## src/rtl/dmr_retry_check.sv

```systemverilog
// dmr_retry_check: one-deep pipeline stage holding two redundant copies of each
// beat. The copies are compared at the output, and a mismatch raises
// needs_retry_o so that the retry_end/retry_start pair replays the beat.
// The stage also counts flagged beats and sets a sticky fatal flag when
// flagged handshakes keep repeating.
module dmr_retry_check #(
    parameter int unsigned DataWidth = 8,
    parameter int unsigned IDSize    = 2,
    parameter int unsigned CntWidth  = 16,
    parameter int unsigned MaxRetry  = 4
) (
    input  logic                        clk_i,
    input  logic                        rst_i,
    input  logic [DataWidth-1:0]        data_i,
    input  logic [IDSize-1:0]           id_i,
    input  logic                        valid_i,
    output logic                        ready_o,
    output logic [DataWidth-1:0]        data_o,
    output logic [IDSize-1:0]           id_o,
    output logic                        needs_retry_o,
    output logic                        valid_o,
    input  logic                        ready_i,
    input  logic [DataWidth+IDSize-1:0] flip_a_i,
    input  logic [DataWidth+IDSize-1:0] flip_b_i,
    output logic [CntWidth-1:0]         flag_cnt_o,
    output logic                        fatal_o
);

    localparam int unsigned PayWidth   = DataWidth + IDSize;
    localparam int unsigned ConsecW    = 8;
    localparam int unsigned ConsecIncW = ConsecW + 1;

    // Redundant copies of the held beat, stored as {id, data}
    logic                  r_valid_a;
    logic                  r_valid_b;
    logic [PayWidth-1:0]   r_pay_a;
    logic [PayWidth-1:0]   r_pay_b;

    // Error bookkeeping
    logic [ConsecW-1:0]    r_consec;
    logic [CntWidth-1:0]   r_flag_cnt;
    logic                  r_fatal;

    // Combinational helpers
    logic                  w_ready;
    logic                  w_valid;
    logic                  w_mismatch;
    logic                  w_in_hs;
    logic                  w_out_hs;
    logic                  w_flag_hs;
    logic                  w_clean_hs;
    logic [PayWidth-1:0]   w_pay_in;
    logic [PayWidth-1:0]   w_load_a;
    logic [PayWidth-1:0]   w_load_b;
    logic [ConsecIncW-1:0] w_consec_inc;
    logic [ConsecW-1:0]    w_consec_next;
    logic [CntWidth-1:0]   w_flag_cnt_next;
    logic                  w_fatal_hit;

    // Handshakes, with readiness decided from copy A only
    always_comb begin
        w_ready    = ~r_valid_a | ready_i;
        w_valid    = r_valid_a | r_valid_b;
        w_mismatch = (r_valid_a != r_valid_b) | (r_pay_a != r_pay_b);
        w_in_hs    = valid_i & w_ready;
        w_out_hs   = w_valid & ready_i;
        w_flag_hs  = w_out_hs & w_mismatch;
        w_clean_hs = w_out_hs & ~w_mismatch;
    end

    // Fault masks are applied independently as each copy captures the beat
    always_comb begin
        w_pay_in = {id_i, data_i};
        w_load_a = w_pay_in ^ flip_a_i;
        w_load_b = w_pay_in ^ flip_b_i;
    end

    // Saturating next values for the consecutive and total flag counters
    always_comb begin
        w_consec_inc    = ConsecIncW'(r_consec) + ConsecIncW'(1);
        w_consec_next   = (r_consec == {ConsecW{1'b1}}) ? r_consec
                                                        : ConsecW'(w_consec_inc);
        w_flag_cnt_next = (r_flag_cnt == {CntWidth{1'b1}}) ? r_flag_cnt
                                                           : r_flag_cnt + CntWidth'(1);
        w_fatal_hit     = (w_consec_inc >= ConsecIncW'(MaxRetry));
    end

    // Copy A register: loads on input handshake, empties on a lone output handshake
    always_ff @(posedge clk_i) begin
        if (rst_i) begin
            r_valid_a <= 1'b0;
            r_pay_a   <= '0;
        end else if (w_in_hs) begin
            r_valid_a <= 1'b1;
            r_pay_a   <= w_load_a;
        end else if (w_out_hs) begin
            r_valid_a <= 1'b0;
        end
    end

    // Copy B register: same control as copy A, independent storage
    always_ff @(posedge clk_i) begin
        if (rst_i) begin
            r_valid_b <= 1'b0;
            r_pay_b   <= '0;
        end else if (w_in_hs) begin
            r_valid_b <= 1'b1;
            r_pay_b   <= w_load_b;
        end else if (w_out_hs) begin
            r_valid_b <= 1'b0;
        end
    end

    // Consecutive-flag counter: grows on flagged handshakes, clears on clean ones
    always_ff @(posedge clk_i) begin
        if (rst_i) begin
            r_consec <= '0;
        end else if (w_flag_hs) begin
            r_consec <= w_consec_next;
        end else if (w_clean_hs) begin
            r_consec <= '0;
        end
    end

    // Total flagged-handshake counter, saturating at all-ones
    always_ff @(posedge clk_i) begin
        if (rst_i) begin
            r_flag_cnt <= '0;
        end else if (w_flag_hs) begin
            r_flag_cnt <= w_flag_cnt_next;
        end
    end

    // Sticky fatal flag: set once the retry threshold is reached, cleared only by reset
    always_ff @(posedge clk_i) begin
        if (rst_i) begin
            r_fatal <= 1'b0;
        end else if (w_flag_hs && w_fatal_hit) begin
            r_fatal <= 1'b1;
        end
    end

    // Output mapping: the data path comes from copy A, status comes from the registers
    always_comb begin
        ready_o       = w_ready;
        valid_o       = w_valid;
        data_o        = r_pay_a[DataWidth-1:0];
        id_o          = r_pay_a[PayWidth-1:DataWidth];
        needs_retry_o = w_valid & w_mismatch;
        flag_cnt_o    = r_flag_cnt;
        fatal_o       = r_fatal;
    end

endmodule

```

## config.mk

```make
export PLATFORM = sky130hd
export DESIGN_NAME = dmr_retry_check
export DESIGN_NICKNAME = d
export VERILOG_FILES = /design/src/rtl/dmr_retry_check.sv
export SDC_FILE = /design/constraint.sdc
export NUM_CORES = 1
export LEC_CHECK = 0
export CORE_MARGIN = 3
export CORE_UTILIZATION = 48
export CTS_CLUSTER_SIZE = 30
export DETAILED_ROUTE_END_ITERATION = 10
export GPL_TIMING_DRIVEN = 0
export PLACE_DENSITY = 0.79
export RECOVER_POWER = 50
export REMOVE_ABC_BUFFERS = 1
export SKIP_LAST_GASP = 1
export SLEW_MARGIN = 25
export SYNTH_ARGS = -nofsm -noshare
export SYNTH_HDL_FRONTEND = slang
export SYNTH_SLANG_ARGS = --single-unit
export TNS_END_PERCENT = 50
```

## constraint.sdc

```tcl
create_clock -name clk_i -period 1.95 [get_ports clk_i]
set_input_delay 0.39 -clock clk_i [delete_from_list [all_inputs] [get_ports clk_i]]
set_output_delay 0.39 -clock clk_i [all_outputs]
set_load 0.1 [all_outputs]
```

==> Slide: Implementation Results <==
Physical Implementation Snapshot

CTS
  • Clock Sinks: ~46
  • Clock root buffer: clkbuf_8
  • Clk ins delay skew pair: 0.30 ns
  • H-tree levels: 2
  • CTS tree: yes
  • Reg clk slew, reported paths: 0.09 ns

Hold path
  • Hold Crit Depth: 2
  • Hold endpoint: flag_cnt_o[10]$_SDFFE_PP0P_

Detailed routing
  • Initial DRC count: roughly 140
  • First-pass detailed-route iteration total: 4
  • Avg WL per Cell: roughly 13 um
  • WL final: approximately 5.5 mm
  • Routed Antenna Nets: 0

Yosys
  • Yosys cell types: approximately 50
  • Dominant register cell: dfxtp_1
  • Most numerous cell in the Yosys netlist: dfxtp_1
  • Seq share, synth: between 30% and 40%
  • Flops after synth: ~46
  • Synth area leader: dfxtp_1
  • Main area contributors: dfxtp_1, xnor2_1, a211oi_1
  • Mapped Cells: 275
  • Synth Warn #: 0
  • Syn_area_per_cell: slightly below 9 um^2

Outcome
  • Outcome: finished, violations left
  • Failing checks: setup timing

Worst setup path
  • CP Cell Sequence: xnor2_1, nand4_1, or3_4, and2_4, buf_12
  • Peak fanout along the critical path: 5
  • Startpoint Class: register
  • Worst EP arrival: roughly 1.7 ns
  • Worst r2r dst: flag_cnt_o[15]$_SDFFE_PP0P_
  • R2R Setup Slk: roughly 0.090 ns
  • Critical Path Stages: 5
  • CP Capture Type: output port
  • Worst Path Required: around 1.6 ns
  • Max stage delay cell, worst path: or3_4
  • Worst path bufs/invs: 1

Finish
  • Fin nets: roughly 380
  • Design Area, Final: approximately 0.0034 mm^2
  • Signal buffers: ~77
  • Most frequent cells in the layout: dfxtp_1, clkdlybuf4s50_1, nor2_1
  • FF/Latch Area: 935 um^2
  • N_diodes: 0
  • Seq/total area: between 20 and 30%
  • Clock network area share: around 2.8%
  • Comb area share: around 44%
  • Max FFs per register: 16
  • Clock buffer cells: 6
  • Largest cell class: logic gates
  • Non-CTS inverters: 2
  • Signal buf overhead: between 20% and 30%
  • Comb_multi_in: 211

Floorplan
  • FP Rows: 25
  • Die footprint: about 0.0059 mm^2

Timing
  • Fmax achieved: 0.474 GHz
  • Slew margin rel.: a little over a third
  • Final Setup Violations: 5
  • Worst Slack Setup Final: -0.158 ns
  • Hold_ws: about 0.46 ns
  • Tmin final: 2.11 ns
  • Max-slew violations: 0

Job
  • Tool Warnings: 27
  • MaxCap Viol Count: 0

Power and ir drop
  • Pwr top: registers
  • Clock group power: ~0.62 mW
  • Pwr per Cell Area: 643 mW/mm^2
  • Peak supply drop: a little over 0.0004 V
  • Clk pwr share: 28.3%
  • Internal power: approximately 1.5 mW
  • Comb. pwr: between 0.5 and 0.6 mW
  • Switch share: about a third

Global route
  • Largest net degree at the start of global routing: 41
  • Vias in the first global route: roughly 2000

Placed design
  • GPL Wtd Cong: just under 0.8
  • DP Worst Slack: -0.960 ns
per-layer routing:
layer,share of wire (%),global-route usage [%],vias up
met2,47,29.4,80
li1,-,-,1151
met5,0,0,-
met4,1.3,4.63,0
met3,7.9,6.34,7
met1,44,21.8,1034
logic make-up (layout without fill, tap and decap cells):
group | after synthesis | count (layout) | synth area share, %
buffers and inverters | 19 | 87 | 3.20
muxes | 7 | 7 | 3.51
xor gates and xnor gates | 30 | 30 | 10.9
DFF | 46 | 46 | 38.0
AOI/OAI and AO/OA | 68 | 68 | 20.6
and+or+nand+nor | 103 | 104 | 22.8
adders and majority gates | 2 | 2 | 1.03
timing repair:
action,CTS,global route
setup buffers,2,11
pin swaps,2,8
setup endpoints to repair,46,41
hold endpoints to repair,0,0
gates resized,61,29
cloned,0,1
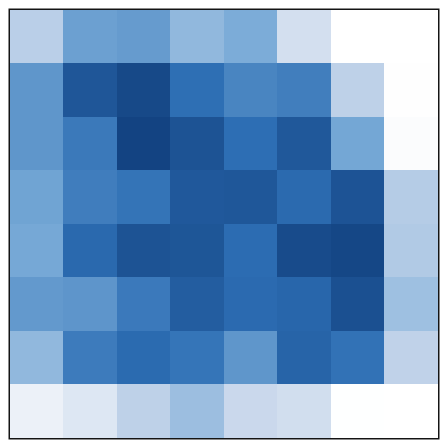
Fig. 1. Local utilization.
The die is cut into 8 by 8 equal tiles; white is low, dark blue is high, 0 to 100% covered.
emptiest ninth of the die: top right
densest ninth of the die: middle
mean over tiles: 56%
tiles over 75% full: 33%
fullest tile: 92%
Init Core Util: 50.6%
Core Util, Final: 70.8%

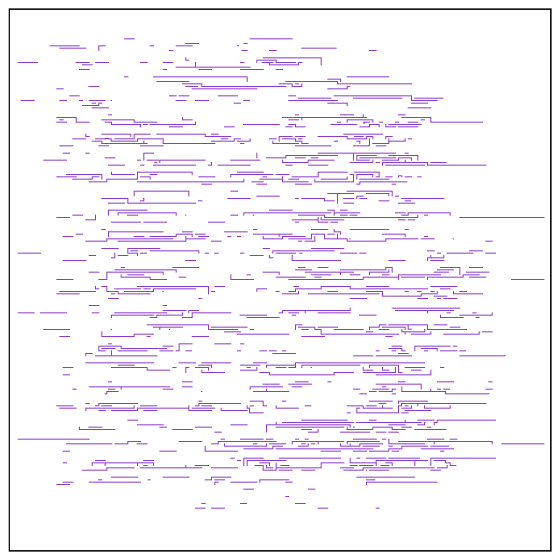
Fig. 2. M1 wires.
longest straight run: 18.4 um
wire length on this layer: 2390 um
nets with wire on the layer: 335
share of all routed wire: 44%
main direction: horizontal

Power is estimated from default activity; no workload was simulated.
